[config.mk]
export PLATFORM = sky130hd
export DESIGN_NAME = fetch_stage
export DESIGN_NICKNAME = d
export VERILOG_FILES = /design/src/rtl/fetch_stage.sv
export SDC_FILE = /design/constraint.sdc
export NUM_CORES = 1
export LEC_CHECK = 0
export ABC_AREA = 1
export CAP_MARGIN = 20
export CORE_MARGIN = 5
export CORE_UTILIZATION = 35
export DETAILED_ROUTE_END_ITERATION = 16
export GPL_ROUTABILITY_DRIVEN = 0
export GPL_TIMING_DRIVEN = 0
export PLACE_DENSITY = 0.58
export SYNTH_ARGS = -nofsm -noshare
export SYNTH_HDL_FRONTEND = slang
export SYNTH_SLANG_ARGS = --single-unit
[constraint.sdc]
create_clock -name clk -period 2.4 [get_ports clk]
set_clock_uncertainty 0.05 [all_clocks]
set_input_delay 0.6 -clock clk [delete_from_list [all_inputs] [get_ports clk]]
set_output_delay 0.6 -clock clk [all_outputs]
set_load 0.005 [all_outputs]
[src/rtl/fetch_stage.sv]
// Instruction-fetch stage: owns the PC, runs a single-outstanding I-cache
// request, absorbs decode stalls in a one-entry skid buffer, squashes wrong-path fetches.
module fetch_stage #(
    parameter logic [31:0] RESET_PC = 32'h0000_0060
) (
    input  logic        clk,
    input  logic        rst,
    output logic        icache_read,
    output logic [31:0] icache_address,
    input  logic        icache_resp,
    input  logic [31:0] icache_rdata,
    input  logic        redirect,
    input  logic [31:0] redirect_pc,
    input  logic        stall,
    output logic        if_valid,
    output logic [31:0] if_pc,
    output logic [31:0] if_instr
);

    localparam int unsigned XLEN = 32;

    typedef enum logic [1:0] {RUN, DROP, HOLD} state_t;

    state_t            state_q, state_d;
    logic [XLEN-1:0]   pc_q, pc_d;
    logic [XLEN-1:0]   req_addr_q, req_addr_d;
    logic              if_valid_q, if_valid_d;
    logic [XLEN-1:0]   if_pc_q, if_pc_d;
    logic [XLEN-1:0]   if_instr_q, if_instr_d;
    logic [XLEN-1:0]   skid_pc_q, skid_pc_d;
    logic [XLEN-1:0]   skid_instr_q, skid_instr_d;

    // Request side: DROP must keep presenting the abandoned address until it completes.
    always_comb begin
        icache_read    = !rst && (state_q != HOLD);
        icache_address = (state_q == DROP) ? req_addr_q : pc_q;
    end

    always_comb begin
        state_d      = state_q;
        pc_d         = pc_q;
        req_addr_d   = req_addr_q;
        if_valid_d   = if_valid_q;
        if_pc_d      = if_pc_q;
        if_instr_d   = if_instr_q;
        skid_pc_d    = skid_pc_q;
        skid_instr_d = skid_instr_q;

        // Without a new word the output register drains to a bubble unless decode holds it.
        if (!stall) begin
            if_valid_d = 1'b0;
            if_pc_d    = '0;
            if_instr_d = '0;
        end

        unique case (state_q)
            RUN: begin
                req_addr_d = pc_q;
                if (redirect) begin
                    pc_d       = redirect_pc;
                    if_valid_d = 1'b0;
                    if_pc_d    = '0;
                    if_instr_d = '0;
                    state_d    = icache_resp ? RUN : DROP;
                end else if (icache_resp) begin
                    pc_d = pc_q + XLEN'(4);
                    if (!stall || !if_valid_q) begin
                        if_valid_d = 1'b1;
                        if_pc_d    = pc_q;
                        if_instr_d = icache_rdata;
                    end else begin
                        skid_pc_d    = pc_q;
                        skid_instr_d = icache_rdata;
                        state_d      = HOLD;
                    end
                end
            end
            HOLD: begin
                if (redirect) begin
                    pc_d         = redirect_pc;
                    if_valid_d   = 1'b0;
                    if_pc_d      = '0;
                    if_instr_d   = '0;
                    skid_pc_d    = '0;
                    skid_instr_d = '0;
                    state_d      = RUN;
                end else if (!stall) begin
                    if_valid_d = 1'b1;
                    if_pc_d    = skid_pc_q;
                    if_instr_d = skid_instr_q;
                    state_d    = RUN;
                end
            end
            DROP: begin
                if (redirect) begin
                    pc_d       = redirect_pc;
                    if_valid_d = 1'b0;
                    if_pc_d    = '0;
                    if_instr_d = '0;
                end
                // The stale word is discarded; pc already holds the newest target.
                if (icache_resp) begin
                    state_d = RUN;
                end
            end
            default: state_d = RUN;
        endcase
    end

    always_ff @(posedge clk) begin
        if (rst) begin
            state_q      <= RUN;
            pc_q         <= RESET_PC;
            req_addr_q   <= RESET_PC;
            if_valid_q   <= 1'b0;
            if_pc_q      <= '0;
            if_instr_q   <= '0;
            skid_pc_q    <= '0;
            skid_instr_q <= '0;
        end else begin
            state_q      <= state_d;
            pc_q         <= pc_d;
            req_addr_q   <= req_addr_d;
            if_valid_q   <= if_valid_d;
            if_pc_q      <= if_pc_d;
            if_instr_q   <= if_instr_d;
            skid_pc_q    <= skid_pc_d;
            skid_instr_q <= skid_instr_d;
        end
    end

    assign if_valid = if_valid_q;
    assign if_pc    = if_pc_q;
    assign if_instr = if_instr_q;

endmodule

Fig. 1: clock distribution
Scale: 1.5 px per um.
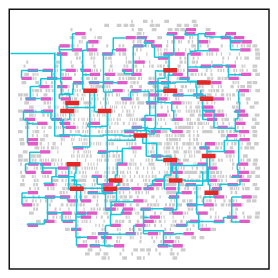
[clock wires] cyan | length: 2730 um
[clock-net drivers] red | count: 17
[flip-flops] magenta | count: 195
routed clock nets: 18
flops lie: all over the die
Power Clock: 0.00312 W
Worst-Skew Late Latency: 440 ps
Clock Power Share: 27.2%

Fig. 2: logic cells by family
Scale: 1.5 px per um.
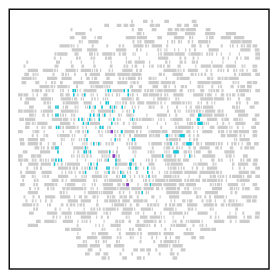
[and/or cells] purple | cells: 3 | most used: or2_2
[nor cells] cyan | cells: 93 | most used: nor2_1

Fig. 3: signal wires on met1
Scale: 1.5 px per um.
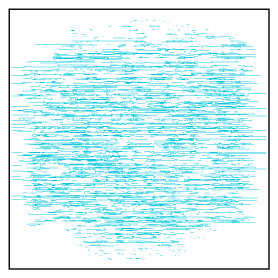
wire length on this layer: 15300 um
nets with wire on the layer: 1465
share of all routed wire: 45%
Vias: 9895
grt met1 use: 30.5%
Routed WL: 33.7 mm

Fig. 4: track usage over the die
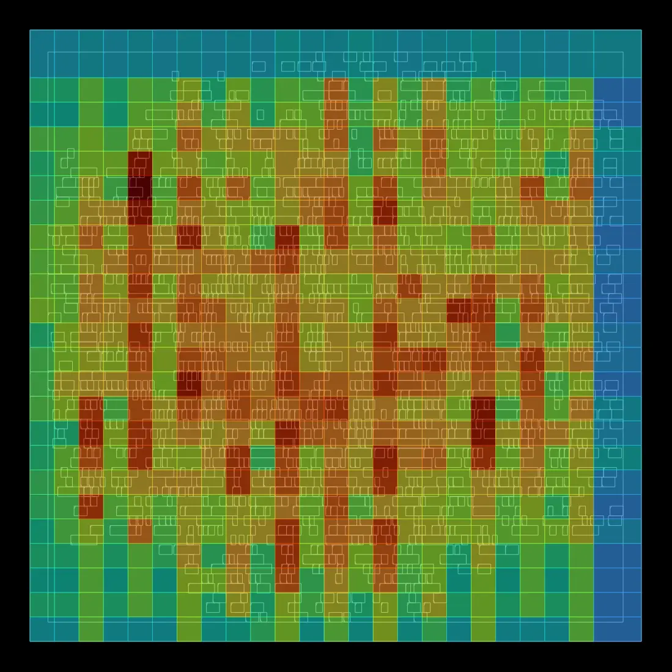
Tot GR Track Use: 22.0%
Post-Route Utilization: 46.4%

==> flow_summary.ini <==
; generated from flow reports
[run_status]
status = finished clean

[critical_path]
crit_path_max_fanout = 8
crit_family = buffers and inverters
max_stage_delay_ps = 340
cp.depth = 6
crit_slowest_cell = dfxtp_2
r2r_slack_ps = 110
crit_buf_inv = 4
r2r_end = skid_pc_q[18]$_SDFFE_PP0P_
setup.worst_path.end_class = primary output

[detailed_routing]
avgViaCountPerCell = 5.27
drc = 0

[die]
rows = 59
dieArea_um2 = 29600
pin_count = 167
fp-utilization_pct = 35.4

[place]
io_buffers = 165
place_area_um2 = 11300
post-dp-hpwl_mm = 24.7
pre_cts_ws_ps = -989

[synthesis]
syn_area_um2 = 9200
synth_warnings = 0
synth_cells = 1333
synth-main-ff-cell = dfxtp_1
ys_sh_simple_pct = 21.7
edf_count = 0
ys_area_um2 = 9200
xor_share_pct = 0
synthDominantCellAreaShare_pct = 42.4
synth_seq_share_pct = 42.4
synthMuxAreaShare_pct = 0
synthTopLogicFamily = AND-OR/OR-AND gates
numSynthFlops = 195
synth_area_per_cell_um2 = 6.90
yosys.area.top_type = dfxtp_1

[global_routing]
first_global_vias = 9297
grt.overflow.total = 0
grt_pass1_wl_mm = 51.1

[layout]
seq_area_um2 = 3910
nClkBuffers = 17
buffers = 270
seq_cell_count = 195
post-route-cell-area_um2 = 12100
drive_gt1_share_pct = 9.86
area_delta_synth_final_pct = 31.1
comb_area_um2 = 4480
fin_nets = 1602
sh_seq_area_pct = 32.4
inverters_excl_clock = 131
dominant_cells = multi-input combinational cells

[hold_path]
hold_start = skid_instr_q[21]$_SDFFE_PP0P_

[clock_network]
root_buffer = clkbuf_16
postCtsHoldBufs = 0
cts.sinks = 195
cts.clk_slew.worst_paths_ps = 80

[power]
combPwrFrac_pct = 35.1
power_w = 0.0115
switchingPower_w = 0.00450
seqPwrFrac_pct = 37.7
swShare_pct = 39.2
p_int_w = 0.00696

[sta]
setup_viol_count_final = 0
worstMarginPinSlew_ps = 795
finalHoldViolCount = 0

[flow_run]
warnings = 30
## through the flow
step	hold WS, ps	utilization, %
3_5_place_dp	390	43.4
2_1_floorplan	377	-
6_report	402	46.4
3_3_place_gp	384	43.4
5_1_grt	424	46.4
4_1_cts	402	46.5
## placed cells by master, fill, tap and decap left out, types with 3 or more instances in the layout
master and count:
nand2_1 324, a21oi_1 193, dfxtp_1 193, clkdlybuf4s50_1 131, inv_1 124, o21ai_0 92
nor2_1 83, nand3_1 60, a22oi_1 59, clkbuf_1 52, o22ai_1 39, buf_2 35
clkbuf_2 23, clkbuf_16 20, buf_4 11, o21ai_1 10, o21ai_2 9, nand4_1 8
inv_2 6, buf_6 5, clkinv_8 5, nor2_4 4, nand2_2 3, or2_2 3
o211ai_1 3, ha_1 3, inv_6 3
## timing repair
| action | CTS | global route |
|---|---|---|
| pin swaps | 2 | 2 |
| resized | 125 | 57 |
| setup buffers | 6 | 4 |
| endpoints found under the setup margin | 33 | 67 |
| gates cloned | 0 | 1 |
## per-layer routing
| metal | share of wire [%] | GRT usage, % | wire length [um] |
|---|---|---|---|
| met1 | 45 | 30.5 | 15300 |
| met2 | 46 | 35.6 | 15400 |
| met3 | 7.2 | 3.86 | 2440 |
| met4 | 1.9 | 6.02 | 631 |
| met5 | 0 | 0 | 0 |
## power groups by stage
stage | registers, W | logic [W] | clock network [W]
after floorplan | 0.00424 | 0.00230 | 0
after global placement | 0.00434 | 0.00383 | 0
final | 0.00432 | 0.00402 | 0.00312
after detailed placement | 0.00436 | 0.00386 | 0
after CTS | 0.00429 | 0.00396 | 0.00316
after global routing | 0.00439 | 0.00442 | 0.00332
## sequential cells by signal (all words and copies together), names as in the netlist
signal	cells
state_q	2
req_addr_q	32
skid_instr_q	32
if_instr	32
skid_pc_q	32
if_valid	1
if_pc	32
pc_q	32
Power and IR drop assume default switching activity.
